**src/rtl/sid_bus_writer_if.sv**
```systemverilog
// Command (valid/ready) and SID register bus signals of sid_bus_writer.
// slave is the writer's view; master is the command source / bus observer view.
interface sid_bus_writer_if #(
  parameter int FIFO_DEPTH = 16
);
  localparam int LW = $clog2(FIFO_DEPTH) + 1;

  logic          IN_VALID;
  logic          IN_READY;
  logic [4:0]    IN_ADDR;
  logic [7:0]    IN_DATA;
  logic          IN_DELAY;
  logic          WR;
  logic [4:0]    ADDR;
  logic [7:0]    DATA;
  logic          BUSY;
  logic [LW-1:0] LEVEL;

  modport master (
    output IN_VALID, IN_ADDR, IN_DATA, IN_DELAY,
    input  IN_READY, WR, ADDR, DATA, BUSY, LEVEL
  );

  modport slave (
    input  IN_VALID, IN_ADDR, IN_DATA, IN_DELAY,
    output IN_READY, WR, ADDR, DATA, BUSY, LEVEL
  );
endinterface

```
**src/rtl/sid_bus_writer.sv**
```systemverilog
// FIFO-buffered SID register writer: pops on TICK, WR one CLK later, IN_READY low when full.
// SID_WRITER_DELAY_EN adds delay entries ({addr,data} = TICK count) handled in a WAIT state.
module sid_bus_writer #(
  parameter int FIFO_DEPTH = 16,
  parameter int GAP_TICKS  = 1
) (
  input  logic            CLK,
  input  logic            RESET_N,
  input  logic            TICK,
  sid_bus_writer_if.slave bus
);
  localparam int AW = $clog2(FIFO_DEPTH);
  localparam int LW = AW + 1;
`ifdef SID_WRITER_DELAY_EN
  localparam int EW = 14;
  typedef enum logic [1:0] {S_IDLE, S_ISSUE, S_GAP, S_WAIT} state_t;
`else
  localparam int EW = 13;
  typedef enum logic [1:0] {S_IDLE, S_ISSUE, S_GAP} state_t;
`endif

  logic [EW-1:0] mem [FIFO_DEPTH];
  logic [AW-1:0] wr_ptr;
  logic [AW-1:0] rd_ptr;
  logic [LW-1:0] level;
  logic [EW-1:0] entry;
  logic [EW-1:0] head;
  logic          push;
  logic          pop;
  logic          advance;
  logic          load_bus;
  logic [12:0]   rem;
  logic [12:0]   rem_nxt;
  logic [4:0]    addr_q;
  logic [7:0]    data_q;
  state_t        state;
  state_t        state_nxt;

  assign bus.IN_READY = (level < LW'(FIFO_DEPTH));
  assign push         = bus.IN_VALID && bus.IN_READY;
  assign head         = mem[rd_ptr];

`ifdef SID_WRITER_DELAY_EN
  assign entry = {bus.IN_DELAY, bus.IN_ADDR, bus.IN_DATA};
`else
  logic unused_delay;
  assign unused_delay = bus.IN_DELAY;
  assign entry        = {bus.IN_ADDR, bus.IN_DATA};
`endif

  always_ff @(posedge CLK) begin
    if (push) mem[wr_ptr] <= entry;
  end

  always_ff @(posedge CLK or negedge RESET_N) begin
    if (!RESET_N) begin
      wr_ptr <= '0;
      rd_ptr <= '0;
      level  <= '0;
    end else begin
      if (push) wr_ptr <= wr_ptr + AW'(1);
      if (pop)  rd_ptr <= rd_ptr + AW'(1);
      case ({push, pop})
        2'b10:   level <= level + LW'(1);
        2'b01:   level <= level - LW'(1);
        default: ;
      endcase
    end
  end

  // rem counts TICKs still owed before the next pop; a TICK in ISSUE counts
  // but never expires there, so WR can never be two cycles wide.
  always_comb begin
    state_nxt = state;
    rem_nxt   = rem;
    advance   = 1'b0;
    pop       = 1'b0;
    load_bus  = 1'b0;
    case (state)
      S_IDLE:  advance = TICK;
      S_ISSUE: begin
        state_nxt = S_GAP;
        if (TICK && rem != 13'd1) rem_nxt = rem - 13'd1;
      end
      default: begin
        if (TICK) begin
          if (rem == 13'd1) advance = 1'b1;
          else              rem_nxt = rem - 13'd1;
        end
      end
    endcase
    if (advance) begin
      if (level == '0) begin
        state_nxt = S_IDLE;
      end else begin
        pop = 1'b1;
`ifdef SID_WRITER_DELAY_EN
        if (head[13]) begin
          state_nxt = S_WAIT;
          rem_nxt   = (head[12:0] == 13'd0) ? 13'd1 : head[12:0];
        end else begin
          state_nxt = S_ISSUE;
          rem_nxt   = 13'(GAP_TICKS);
          load_bus  = 1'b1;
        end
`else
        state_nxt = S_ISSUE;
        rem_nxt   = 13'(GAP_TICKS);
        load_bus  = 1'b1;
`endif
      end
    end
  end

  always_ff @(posedge CLK or negedge RESET_N) begin
    if (!RESET_N) state <= S_IDLE;
    else          state <= state_nxt;
  end

  always_ff @(posedge CLK or negedge RESET_N) begin
    if (!RESET_N) begin
      rem    <= 13'd1;
      addr_q <= '0;
      data_q <= '0;
    end else begin
      rem <= rem_nxt;
      if (load_bus) begin
        addr_q <= head[12:8];
        data_q <= head[7:0];
      end
    end
  end

  assign bus.WR    = (state == S_ISSUE);
  assign bus.ADDR  = addr_q;
  assign bus.DATA  = data_q;
  assign bus.BUSY  = (state != S_IDLE) || (level != '0);
  assign bus.LEVEL = level;
endmodule

```
**src/flat_wrapper.sv**
```systemverilog
// flat-port wrapper written by rule: the top's interface ports become plain ports
module sid_bus_writer_flat 
#(
  parameter int FIFO_DEPTH = 16,
  parameter int GAP_TICKS  = 1
)
  (CLK, RESET_N, TICK, bus_IN_VALID, bus_IN_ADDR, bus_IN_DATA, bus_IN_DELAY, bus_IN_READY, bus_WR, bus_ADDR, bus_DATA, bus_BUSY, bus_LEVEL);
  sid_bus_writer_if #(.FIFO_DEPTH(FIFO_DEPTH)) bus_i ();
  input  logic CLK;
  input  logic RESET_N;
  input  logic TICK;
  input wire logic [$bits(bus_i.IN_VALID)-1:0] bus_IN_VALID;
  input wire logic [$bits(bus_i.IN_ADDR)-1:0] bus_IN_ADDR;
  input wire logic [$bits(bus_i.IN_DATA)-1:0] bus_IN_DATA;
  input wire logic [$bits(bus_i.IN_DELAY)-1:0] bus_IN_DELAY;
  output wire logic [$bits(bus_i.IN_READY)-1:0] bus_IN_READY;
  output wire logic [$bits(bus_i.WR)-1:0] bus_WR;
  output wire logic [$bits(bus_i.ADDR)-1:0] bus_ADDR;
  output wire logic [$bits(bus_i.DATA)-1:0] bus_DATA;
  output wire logic [$bits(bus_i.BUSY)-1:0] bus_BUSY;
  output wire logic [$bits(bus_i.LEVEL)-1:0] bus_LEVEL;
  assign bus_i.IN_VALID = bus_IN_VALID;
  assign bus_i.IN_ADDR = bus_IN_ADDR;
  assign bus_i.IN_DATA = bus_IN_DATA;
  assign bus_i.IN_DELAY = bus_IN_DELAY;
  assign bus_IN_READY = bus_i.IN_READY;
  assign bus_WR = bus_i.WR;
  assign bus_ADDR = bus_i.ADDR;
  assign bus_DATA = bus_i.DATA;
  assign bus_BUSY = bus_i.BUSY;
  assign bus_LEVEL = bus_i.LEVEL;
  sid_bus_writer #(.FIFO_DEPTH(FIFO_DEPTH), .GAP_TICKS(GAP_TICKS)) u_core (.CLK(CLK), .RESET_N(RESET_N), .TICK(TICK), .bus(bus_i));
endmodule
```
**config.mk**
```make
export PLATFORM = sky130hd
export DESIGN_NAME = sid_bus_writer_flat
export DESIGN_NICKNAME = d
export VERILOG_FILES = /design/src/rtl/sid_bus_writer_if.sv /design/src/rtl/sid_bus_writer.sv /design/src/flat_wrapper.sv
export SDC_FILE = /design/constraint.sdc
export NUM_CORES = 1
export LEC_CHECK = 0
export ABC_CLOCK_PERIOD_IN_PS = 5580
export CAP_MARGIN = 40
export CORE_MARGIN = 2
export CORE_UTILIZATION = 36
export DETAILED_ROUTE_END_ITERATION = 10
export PLACE_DENSITY = 0.53
export SKIP_LAST_GASP = 1
export SLEW_MARGIN = 20
export SYNTH_ARGS = -nofsm -noshare
export SYNTH_HDL_FRONTEND = slang
export SYNTH_SLANG_ARGS = --single-unit
```
**constraint.sdc**
```tcl
create_clock -name CLK -period 5.58 [get_ports CLK]
set_clock_uncertainty 0.15 [all_clocks]
set_input_delay 0.837 -clock CLK [delete_from_list [all_inputs] [get_ports CLK]]
set_output_delay 0.837 -clock CLK [all_outputs]
set_load 0.03 [all_outputs]
```
Fig. 1: the metal 1 layer
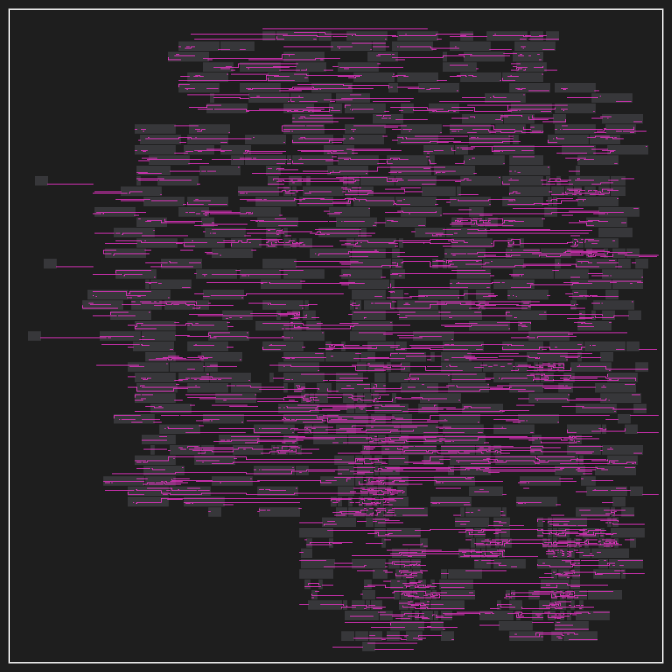
longest straight run: 70.4 um
wire length on this layer: 9620 um
share of all routed wire: 43%
nets with wire on the layer: 622
main direction: horizontal

Fig. 2: metal 2
The bar under the picture is 50 um long.
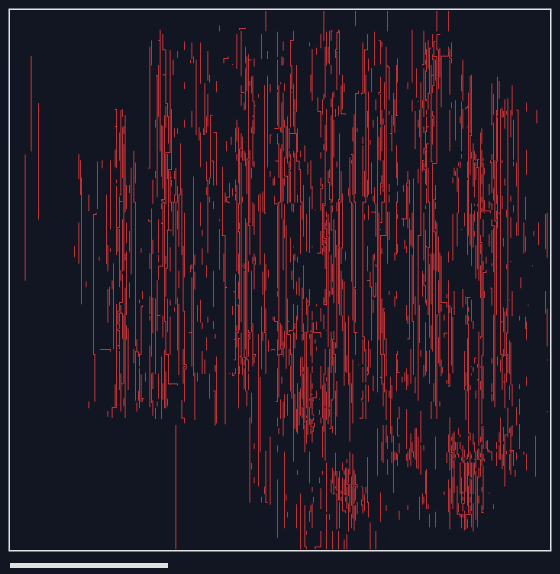
share of all routed wire: 51%
nets with wire on the layer: 573

Fig. 3: the metal 3 layer
The bar under the picture is 50 um long.
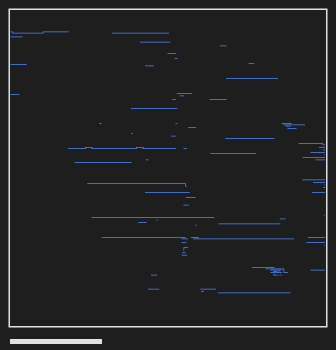
nets with wire on the layer: 54
wire length on this layer: 869 um
main direction: horizontal
longest straight run: 66.2 um

[per-stage QoR]
stage	setup slack (ns)	hold WS (ns)	power, mW
after floorplan	1.74	0.343	3.78
after detailed placement	1.81	0.374	4.43
after global routing	1.54	0.0397	6.40
final	1.80	0.0448	6.07
after CTS	1.86	0.0343	6.14
after global placement	1.84	0.365	4.30
[critical path: cells and delay by family, from the launching register on]
kind                     cells  cell delay (ns)
flip-flops                   1             0.57
adder cells (fa/ha/maj)      3             0.81
AND-OR/OR-AND                5             1.27
AND/OR/NAND/NOR              2             0.57
XOR/XNOR                     2             0.33
[registers in the layout, summed over array words and instances, names as in the netlist]
signal and flops:
u_core.rd_ptr 4, u_core.bus.ADDR 5, u_core.state 2, u_core.bus.LEVEL 5, u_core.bus.DATA 8, u_core.wr_ptr 4
u_core.rem 13, u_core.mem 208
==> GITHUB_STEP_SUMMARY <==
### Flow metrics

| Metric | Value |
|---|---|
| Status | `complete, no violations` |
| CTS sink count | `between 200 and 250` |
| Top cells excl fill/tap | `208 x edfxtp_1, 46 x nor2_1, 39 x mux4_2` |
| XOR Share, Synth | `1.82%` |
| Post-cts resize count | `0` |
| DRC | `0` |
| Least-Margin Pin Slew | `between 0.7 and 0.8 ns` |
| Port bufs | `37` |
| Final-layout fill cell count | `2434` |
| Clock network share of area | `between 6 and 7%` |
| Worst-path maximum fanout | `10` |
| Pin count of the biggest net entering global routing | `roughly 46` |
| Comb group | `around 1.9 mW` |
| Detail-routed via count per cell | `about 5` |
| GRT met1 Usage | `~20%` |
| Placer Congestion | `0.747` |
| AND/OR/NAND/NOR Cells, Area Fraction | `under 10%` |
| H-tree depth | `1` |
| Max power group | `registers` |
| Drt total wl | `22400 um` |
| Seq/Total Area, Yosys | `roughly 72%` |
| Power density over the cells | `slightly above 500 nW/um^2` |
| Total track usage | `between 10% and 20%` |
| Hold_buf cts | `0` |
| RSZ-0062 raised after global routing | `no` |
| Dominant flop cell | `edfxtp_1` |
| Initial DRT Pass Iterations | `5` |
| Internal power | `4.12 mW` |
| #MultiIn Comb | `290` |
| Power Clock | `between 1.5 and 2 mW` |
| Non-clk bufs | `approximately 63` |
| Final max-slew violation count | `0` |
| Crit path kind | `reg2reg` |
| Yosys Chip Area | `roughly 10000 um^2` |
| Top non-seq family | `multiplexers` |
| Area leader, netlist | `edfxtp_1` |
No activity file was given, so power comes from the tool's default toggle rates.
